### src/rtl/mux2bit_capture_fifo_if.sv
// Handshake/data bundle between the 2-bit mux producer and the capture FIFO.
// With FIFO_ERR_FLAGS_EN defined, sticky overflow/underflow flags are added.
interface mux2bit_capture_fifo_if #(
   parameter int DATA_WIDTH = 2,
   parameter int ADDR_WIDTH = 2
);
   logic [DATA_WIDTH-1:0] in_data;
   logic                  push;
   logic                  pop;
   logic [DATA_WIDTH-1:0] out_data;
   logic                  full;
   logic                  empty;
   logic [ADDR_WIDTH:0]   count;
`ifdef FIFO_ERR_FLAGS_EN
   logic                  overflow;
   logic                  underflow;
`endif

   modport master (
      output in_data, push, pop,
      input  out_data, full, empty, count
`ifdef FIFO_ERR_FLAGS_EN
      , input overflow, underflow
`endif
   );

   modport slave (
      input  in_data, push, pop,
      output out_data, full, empty, count
`ifdef FIFO_ERR_FLAGS_EN
      , output overflow, underflow
`endif
   );
endinterface

### src/rtl/mux2bit_capture_fifo.sv
// Show-ahead synchronous FIFO buffering the 2-bit mux output for downstream logic.
// Optional macro FIFO_ERR_FLAGS_EN adds sticky overflow/underflow flags.
module mux2bit_capture_fifo #(
   parameter int DATA_WIDTH = 2,
   parameter int DEPTH      = 4,
   parameter int ADDR_WIDTH = 2
) (
   input  logic                        clk,
   input  logic                        reset,
   mux2bit_capture_fifo_if.slave       bus
);
   localparam logic [ADDR_WIDTH:0]   FULL_COUNT = (ADDR_WIDTH + 1)'(DEPTH);
   localparam logic [ADDR_WIDTH:0]   COUNT_ONE  = (ADDR_WIDTH + 1)'(1);
   localparam logic [ADDR_WIDTH-1:0] PTR_ONE    = ADDR_WIDTH'(1);

   logic [DATA_WIDTH-1:0] mem [DEPTH];
   logic [ADDR_WIDTH-1:0] wr_ptr;
   logic [ADDR_WIDTH-1:0] rd_ptr;
   logic [ADDR_WIDTH:0]   count_q;
   logic                  full;
   logic                  empty;
   logic                  wr_en;
   logic                  rd_en;

   // Flags come only from registered count, so push/pop never reach them combinationally.
   assign full  = (count_q == FULL_COUNT);
   assign empty = (count_q == '0);

   // A pop on a full FIFO frees the slot the simultaneous push lands in.
   assign wr_en = bus.push & (~full | bus.pop);
   assign rd_en = bus.pop & ~empty;

   // NOTE: sequential state uses non-blocking assignments so every register samples pre-edge values.
   always_ff @(posedge clk) begin
      if (reset) begin
         wr_ptr  <= '0;
         rd_ptr  <= '0;
         count_q <= '0;
      end else begin
         if (wr_en) wr_ptr <= wr_ptr + PTR_ONE;
         if (rd_en) rd_ptr <= rd_ptr + PTR_ONE;
         if (wr_en && !rd_en)      count_q <= count_q + COUNT_ONE;
         else if (rd_en && !wr_en) count_q <= count_q - COUNT_ONE;
      end
   end

   // NOTE: storage has no reset; stale words are unreachable because empty masks the read port.
   always_ff @(posedge clk) begin
      if (!reset && wr_en) mem[wr_ptr] <= bus.in_data;
   end

   assign bus.out_data = empty ? '0 : mem[rd_ptr];
   assign bus.full     = full;
   assign bus.empty    = empty;
   assign bus.count    = count_q;

`ifdef FIFO_ERR_FLAGS_EN
   logic overflow_q;
   logic underflow_q;

   // Sticky until reset; a push on full is legal when paired with a pop.
   always_ff @(posedge clk) begin
      if (reset) begin
         overflow_q  <= 1'b0;
         underflow_q <= 1'b0;
      end else begin
         if (bus.push && full && !bus.pop) overflow_q  <= 1'b1;
         if (bus.pop && empty)             underflow_q <= 1'b1;
      end
   end

   assign bus.overflow  = overflow_q;
   assign bus.underflow = underflow_q;
`endif
endmodule
### src/flat_wrapper.sv
// flat-port wrapper written by rule: the top's interface ports become plain ports
module mux2bit_capture_fifo_flat 
#(
   parameter int DATA_WIDTH = 2,
   parameter int DEPTH      = 4,
   parameter int ADDR_WIDTH = 2
)
  (clk, reset, bus_in_data, bus_push, bus_pop, bus_out_data, bus_full, bus_empty, bus_count);
  mux2bit_capture_fifo_if #(.DATA_WIDTH(DATA_WIDTH), .ADDR_WIDTH(ADDR_WIDTH)) bus_i ();
  input  logic clk;
  input  logic reset;
  input wire logic [$bits(bus_i.in_data)-1:0] bus_in_data;
  input wire logic [$bits(bus_i.push)-1:0] bus_push;
  input wire logic [$bits(bus_i.pop)-1:0] bus_pop;
  output wire logic [$bits(bus_i.out_data)-1:0] bus_out_data;
  output wire logic [$bits(bus_i.full)-1:0] bus_full;
  output wire logic [$bits(bus_i.empty)-1:0] bus_empty;
  output wire logic [$bits(bus_i.count)-1:0] bus_count;
  assign bus_i.in_data = bus_in_data;
  assign bus_i.push = bus_push;
  assign bus_i.pop = bus_pop;
  assign bus_out_data = bus_i.out_data;
  assign bus_full = bus_i.full;
  assign bus_empty = bus_i.empty;
  assign bus_count = bus_i.count;
  mux2bit_capture_fifo #(.DATA_WIDTH(DATA_WIDTH), .DEPTH(DEPTH), .ADDR_WIDTH(ADDR_WIDTH)) u_core (.clk(clk), .reset(reset), .bus(bus_i));
endmodule
### config.mk
export PLATFORM = sky130hd
export DESIGN_NAME = mux2bit_capture_fifo_flat
export DESIGN_NICKNAME = d
export VERILOG_FILES = /design/src/rtl/mux2bit_capture_fifo_if.sv /design/src/rtl/mux2bit_capture_fifo.sv /design/src/flat_wrapper.sv
export SDC_FILE = /design/constraint.sdc
export NUM_CORES = 1
export LEC_CHECK = 0
export CAP_MARGIN = 20
export CORE_UTILIZATION = 33
export DETAILED_ROUTE_END_ITERATION = 10
export HOLD_SLACK_MARGIN = 0.05
export PLACE_DENSITY_LB_ADDON = 0.12
export SYNTH_ARGS = -nofsm -noshare
export SYNTH_HDL_FRONTEND = slang
export SYNTH_SLANG_ARGS = --single-unit
### constraint.sdc
create_clock -name clk -period 4.15 [get_ports clk]
set_input_delay 0.83 -clock clk [delete_from_list [all_inputs] [get_ports clk]]
set_output_delay 0.83 -clock clk [all_outputs]
set_load 0.005 [all_outputs]
### M2 wires, run 1

Drawn at 10 px/µm.
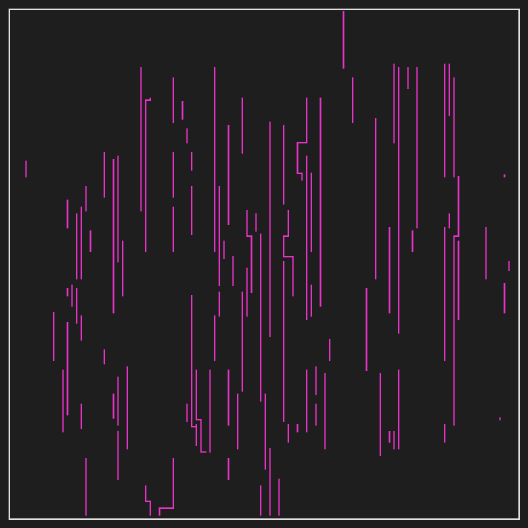
longest straight run: 26.5 µm
wire length on this layer: 680 µm
share of all routed wire: 52%

### Clock network drawn from the DEF, run 1

Drawn at 6 px/µm.
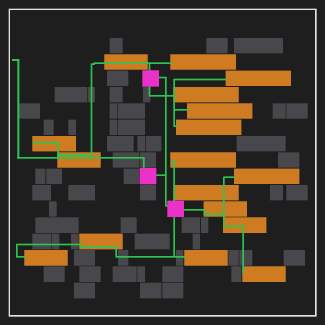
[flip-flops] orange | count: 17
[cells driving clock nets] magenta | count: 3
[clock wires] green | length: 218 µm
routed clock nets: 4

### Met1 routing, run 1

Drawn at 10 px/µm. Supply wires on this layer in gray. Cells faint in the background.
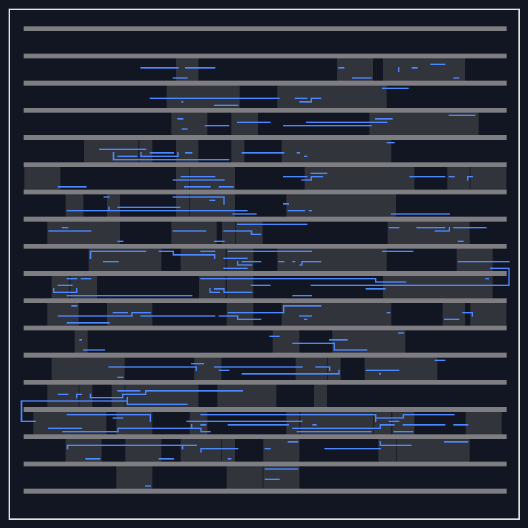
share of all routed wire: 44%
main direction: horizontal
longest straight run: 19.8 µm
nets with wire on the layer: 77
routed wire length: 1.30 mm
via total after detailed routing: 486
M1 GR Usage: 0.146

### Routing congestion map, run 1

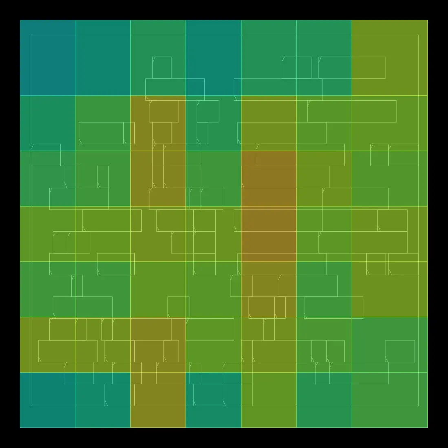
routed len/inst: 12.3 µm
Layout Utilization: 0.432

==> results_dict.tcl, run 1 <==
# collected from the flow reports
set metrics [dict create \
    status "complete, no violations" \
    seq_area_frac_synth 0.534 \
    io_pins 13 \
    cp_max_fo 5 \
    rows 17 \
    warnings 29 \
    cts_resized 0 \
    path_clk_slew_ns 0.09 \
    drcViolationCount 0 \
    lay_top_count "clkdlybuf4s50_1" \
    antenna_left 0 \
    post_drt_via_cell_ratio 4.63 \
    synth.cell_area_um2 787 \
    final_cells 105 \
    gp_congestion 0.660 \
    area_growth_pct 22.6 \
    r2r_start "u_core.bus.count[2]" \
    fmax_mhz 372 \
    dieArea_um2 2580 \
    cp-end-kind "flip-flop" \
    crit_arrival_ns 2.90 \
    slew_violations 0 \
    coreArea_um2 2230 \
    insertion_delay_ns 0.28 \
    postCtsSetupRepairBufs 0 \
    place_inst 101 \
    grt_max_degree 15 \
    ys_cells 62 \
    ctsLongestPathBuffers 2 \
    rsz0062_at_grt "no" \
    cts_buffers 3 \
    ctsRootBufferMaster "clkbuf_4" \
    die_x_um 50.8 \
    die_h_um 50.8 \
    top_area_frac 0.305 \
    path_class "primary input to flip-flop" \
    hp-class "flip-flop to flip-flop" \
    drive_gt1_frac 0.130 \
    nets 90 \
    start_kind "primary input" \
    power_mw 0.559 \
    cts_tree "built" \
    nFillCells 226 \
    first_global_vias 512 \
    p_leak_nw 0.363 \
    ir_drop_uv 373 \
    hold_ws_ns 0.494 \
    grt_pass1_wl_mm 2.29 \
    h-tree-depth 1 \
    setup_viol 0 \
    syn_nets 74 \
    ys_types 24 \
    ys_area_um2 787 \
    layout_setup_ws_ns 1.46 \
    worstHoldStart "u_core.rd_ptr[1]" \
    clock_sinks 17 \
    grt_remaining_overflow 0 \
    pre_cts_ws_ns 1.16 \
    area_leaders "edfxtp_1 31%, dfxtp_1 23%, ha_1 7.9%" \
    grt.total_usage 0.129 \
    initCoreUtil 0.352 \
    drt-initial-drc-count 1 \
    cp-startpoint "bus_pop" \
    cap_violations 0 \
    insertedDiodeCount 0 \
    skew_ns 0.00291 \
    post-dp-hpwl_mm 1.01 \
    drt_pass1_iterations 2 \
    powerDensity_nw_per_um2 579 \
    finalSetupTns_ns 0 \
    numSynthFlops 17 \
    antenna_found_initial 0 \
    final_layout_top_logic_cells "12 x clkdlybuf4s50_1, 9 x dfxtp_1, 8 x edfxtp_1" \
    worstPathRequired_ns 4.36 \
    postSynthCellCount 62 \
    io_buffers 12 \
    yosysTopAreaCell "edfxtp_1" \
    ys.warnings.count 0 \
    worst_pin_slew_ns 0.561 \
    relSlewSlack 0.623 \
    cts_hold_buf 0 \
    synth.avg_cell_area_um2 12.7 \
    layout_min_cycle_time_ns 2.69 \
    period_used_share 0.648 \
    hold_violations 0 \
]
run 1: cell usage after synthesis:
master / count
nor3_1: 1
nor3b_1: 4
nor2_1: 6
o31ai_1: 1
inv_2: 1
o21ai_4: 1
mux2i_1: 2
mux4_2: 2
inv_1: 4
clkbuf_1: 1
mux2_4: 1
nand2b_1: 2
nand2_1: 1
ha_1: 5
a21oi_1: 2
or3_2: 1
o21ai_0: 2
or3_1: 1
xor2_1: 3
edfxtp_1: 8
or3b_4: 1
fa_1: 1
nor2b_1: 2
dfxtp_1: 9
run 1: critical path: stages:
cell and delay (ns):
clkdlybuf4s50_1 0.55, o21ai_4 0.10, inv_2 0.10, ha_1 0.19, inv_1 0.06, fa_1 0.37, xor2_1 0.15, or3_2 0.41
a21oi_1 0.14
run 1: where the power goes:
group / internal (mW) / switching (mW)
Combinational: 0.139 / 0.0907
Sequential: 0.208 / 0.0358
Clock: 0.0373 / 0.0478
Total: 0.384 / 0.174
run 1: final timing paths:
kind / to / slack [ns] / cells after the start
worst min-delay path: u_core.rd_ptr[1] / 0.49 / 2
worst max-delay path: u_core.bus.count[2] / 1.46 / 9
worst min register to register: u_core.rd_ptr[1] / 0.49 / 2
worst max register to register: u_core.bus.count[2] / 1.89 / 9
run 1: through the flow:
| stage | instance area (µm²) | utilization |
|---|---|---|
| 2_1_floorplan | 787 | - |
| 3_5_place_dp | 938 | 0.420 |
| 4_1_cts | 965 | 0.432 |
| 3_3_place_gp | 938 | 0.420 |
| 5_1_grt | 965 | 0.432 |
| 6_report | 965 | 0.432 |
run 1: metal layers:
| layer | share of wire | vias up | GRT usage |
|---|---|---|---|
| li1 | - | 246 | - |
| met1 | 0.44 | 232 | 0.146 |
| met2 | 0.52 | 6 | 0.218 |
| met3 | 0.019 | 2 | 0.0268 |
| met4 | 0.012 | 0 | 0.0833 |
| met5 | 0 | - | 0 |
run 1: logic make-up after synthesis:
kind of cell	synth area share
AOI/OAI and AO/OA	0.0557
xor gates and xnor gates	0.0334
adders and majority gates	0.105
buffers and inverters	0.0286
DFF	0.534
muxes	0.102
and+or+nand+nor	0.141
run 1: final cells by class:
| class | instances | area (µm²) | share of cell area |
|---|---|---|---|
| Sequential cell | 17 | 420 | 0.436 |
| Multi-Input combinational cell | 39 | 344 | 0.357 |
| Clock buffer | 4 | 26.3 | 0.0272 |
| Tap cell | 28 | 35.0 | 0.0363 |
| Timing Repair Buffer | 12 | 120 | 0.125 |
| Inverter | 5 | 18.8 | 0.0195 |
==> inputs of run 2 (changes only) <==
==> constraint.sdc (replaced) <==
create_clock -name clk -period 2.5 [get_ports clk]
set_input_delay 0.5 -clock clk [delete_from_list [all_inputs] [get_ports clk]]
set_output_delay 0.5 -clock clk [all_outputs]
set_load 0.005 [all_outputs]
### Metal 3, run 2

Drawn at 12 px/µm. Cells faint in the background.
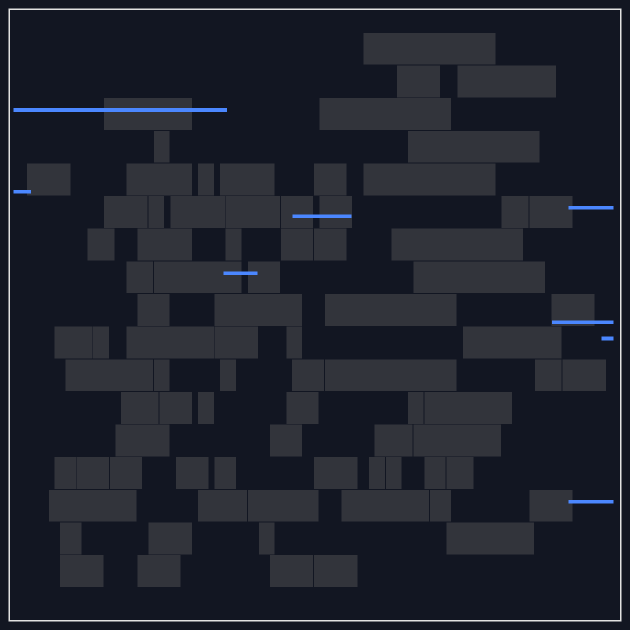
main direction: horizontal
longest straight run: 17.5 µm
wire length on this layer: 38.2 µm

==> results_dict.tcl, run 2 <==
# collected from the flow reports
set metrics [dict create \
    status "complete, no violations" \
    area_growth_pct 27.3 \
    ys_types 24 \
    grt.total_usage 0.116 \
    p_clk_frac 0.149 \
    drt-initial-drc-count 8 \
    routed_wl_mm 1.31 \
    wl_per_cell_um 11.9 \
    relSlewSlack 0.603 \
    worst_pin_slew_ns 0.592 \
    synth.cell_area_um2 787 \
    first_global_vias 473 \
    period_used_share 0.927 \
    hp-class "flip-flop to flip-flop" \
    grt_remaining_overflow 0 \
    grt_max_degree 15 \
    synthFlopType "dfxtp_1" \
    cap_violations 0 \
    cp_max_fo 6 \
    top_area_frac 0.305 \
    internal_power_mw 0.665 \
    start_kind "flip-flop" \
    synth.avg_cell_area_um2 12.7 \
    drcViolationCount 0 \
    ys.warnings.count 0 \
    setup_viol 0 \
    io_buffers 12 \
    coreArea_um2 2230 \
    fmax_mhz 432 \
    initCoreUtil 0.352 \
    area_leaders "edfxtp_1 31%, dfxtp_1 23%, ha_1 7.9%" \
    cts_resized 0 \
    edf_count 8 \
    ys_area_um2 787 \
    postCtsSetupRepairBufs 0 \
    grt_pass1_wl_mm 2.13 \
    post_drt_via_cell_ratio 4.45 \
    p_switching_mw 0.301 \
    seq_power_share 0.419 \
    lay_top_count "clkdlybuf4s50_1" \
    die_x_um 50.8 \
    ys_cells 62 \
    async_reset_ff_frac 0 \
    rows 17 \
    worstPathRequired_ns 2.00 \
    insertedDiodeCount 0 \
    gp_congestion 0.676 \
    postSynthCellCount 62 \
    antenna_found_initial 0 \
    ctsRootBufferMaster "clkbuf_4" \
    cts_tree "built" \
    yosysTopAreaCell "edfxtp_1" \
    ctsLongestPathBuffers 2 \
    top_cells_by_count "9 x dfxtp_1, 8 x edfxtp_1, 6 x nor2_1" \
    drt_pass1_iterations 2 \
    die_h_um 50.8 \
    cts_buffers 3 \
    power_mw 0.966 \
    drive_gt1_frac 0.183 \
    path_clk_slew_ns 0.10 \
    nets 95 \
    finalSetupTns_ns 0 \
    powerDensity_nw_per_um2 964 \
    hold_violations 0 \
    slew_violations 0 \
    layout_min_cycle_time_ns 2.32 \
    pwr-share-comb 0.432 \
    cp-end-kind "output port" \
    sw_frac_of_total 0.312 \
    antenna_left 0 \
    cts_hold_buf 0 \
    vias 489 \
    numSynthFlops 17 \
    crit_arrival_ns 1.82 \
    p_leak_nw 0.387 \
    final_layout_top_logic_cells "12 x clkdlybuf4s50_1, 9 x dfxtp_1, 8 x edfxtp_1" \
    hold_ws_ns 0.503 \
    skew_ns 0.00723 \
    io_pins 13 \
    path_class "flip-flop to output port" \
    nFillCells 220 \
    h-tree-depth 1 \
    ir_drop_uv 606 \
    insertion_delay_ns 0.28 \
    warnings 29 \
    seq_area_frac_synth 0.534 \
    post-dp-hpwl_um 982 \
    syn_nets 74 \
    most_common_cell "dfxtp_1" \
    rsz0062_at_grt "no" \
    clock_sinks 17 \
    dieArea_um2 2580 \
]
-- run 2: worst paths after layout --
| check | start | endpoint | slack, ns | cells past startpoint |
|---|---|---|---|---|
| max | u_core.bus.count[1] | bus_empty | 0.18 | 2 |
| min | u_core.rd_ptr[1] | u_core.rd_ptr[1] | 0.50 | 2 |
| max reg2reg | u_core.bus.count[2] | u_core.bus.count[2] | 0.35 | 9 |
| min reg2reg | u_core.rd_ptr[1] | u_core.rd_ptr[1] | 0.50 | 2 |
-- run 2: stage by stage --
step | std cells | worst slack [ns] | util | instance area [µm²]
global placement | 106 | -0.0595 | 0.437 | 976
finish | 110 | 0.183 | 0.449 | 1000
floorplan | 62 | 0.392 | - | 787
CTS | 110 | 0.153 | 0.449 | 1000
detailed placement | 106 | -0.0680 | 0.437 | 976
global route | 110 | 0.0839 | 0.449 | 1000
-- run 2: final cells by class --
| cell class | count | area [µm²] | share of cell area |
|---|---|---|---|
| clock buffers | 4 | 26.3 | 0.0262 |
| inverters | 5 | 18.8 | 0.0187 |
| multi-input cells | 39 | 344 | 0.343 |
| flip-flops and latches | 17 | 420 | 0.419 |
| well taps | 28 | 35.0 | 0.0350 |
| repair buffers | 17 | 158 | 0.157 |
-- run 2: kinds of logic after synthesis --
kind of cell | synth area share
AND-OR/OR-AND | 0.0557
buffers and inverters | 0.0286
flip-flops | 0.534
AND/OR/NAND/NOR | 0.141
XOR/XNOR | 0.0334
adder cells (fa/ha/maj) | 0.105
multiplexers | 0.102
-- run 2: critical path, cell delays in order, from the launching register on --
cell and delay (ns):
dfxtp_1 0.39, nor3_1 0.54, clkdlybuf4s50_1 0.61
-- run 2: per-layer routing --
layer | GRT usage | share of wire | vias up
met5 | 0 | 0 | -
met4 | 0.0694 | 0.010 | 0
met3 | 0.0179 | 0.029 | 2
met2 | 0.189 | 0.48 | 8
met1 | 0.145 | 0.48 | 224
li1 | - | - | 255
-- run 2: power by group through the flow --
stage          combinational [mW]  clock [mW]  sequential [mW]
3_5_place_dp                0.423           0            0.413
3_3_place_gp                0.418           0            0.412
4_1_cts                     0.424       0.153            0.407
6_report                    0.418       0.144            0.405
5_1_grt                     0.469       0.164            0.415
2_1_floorplan               0.226           0            0.402
No activity file was given, so power comes from the tool's default toggle rates.
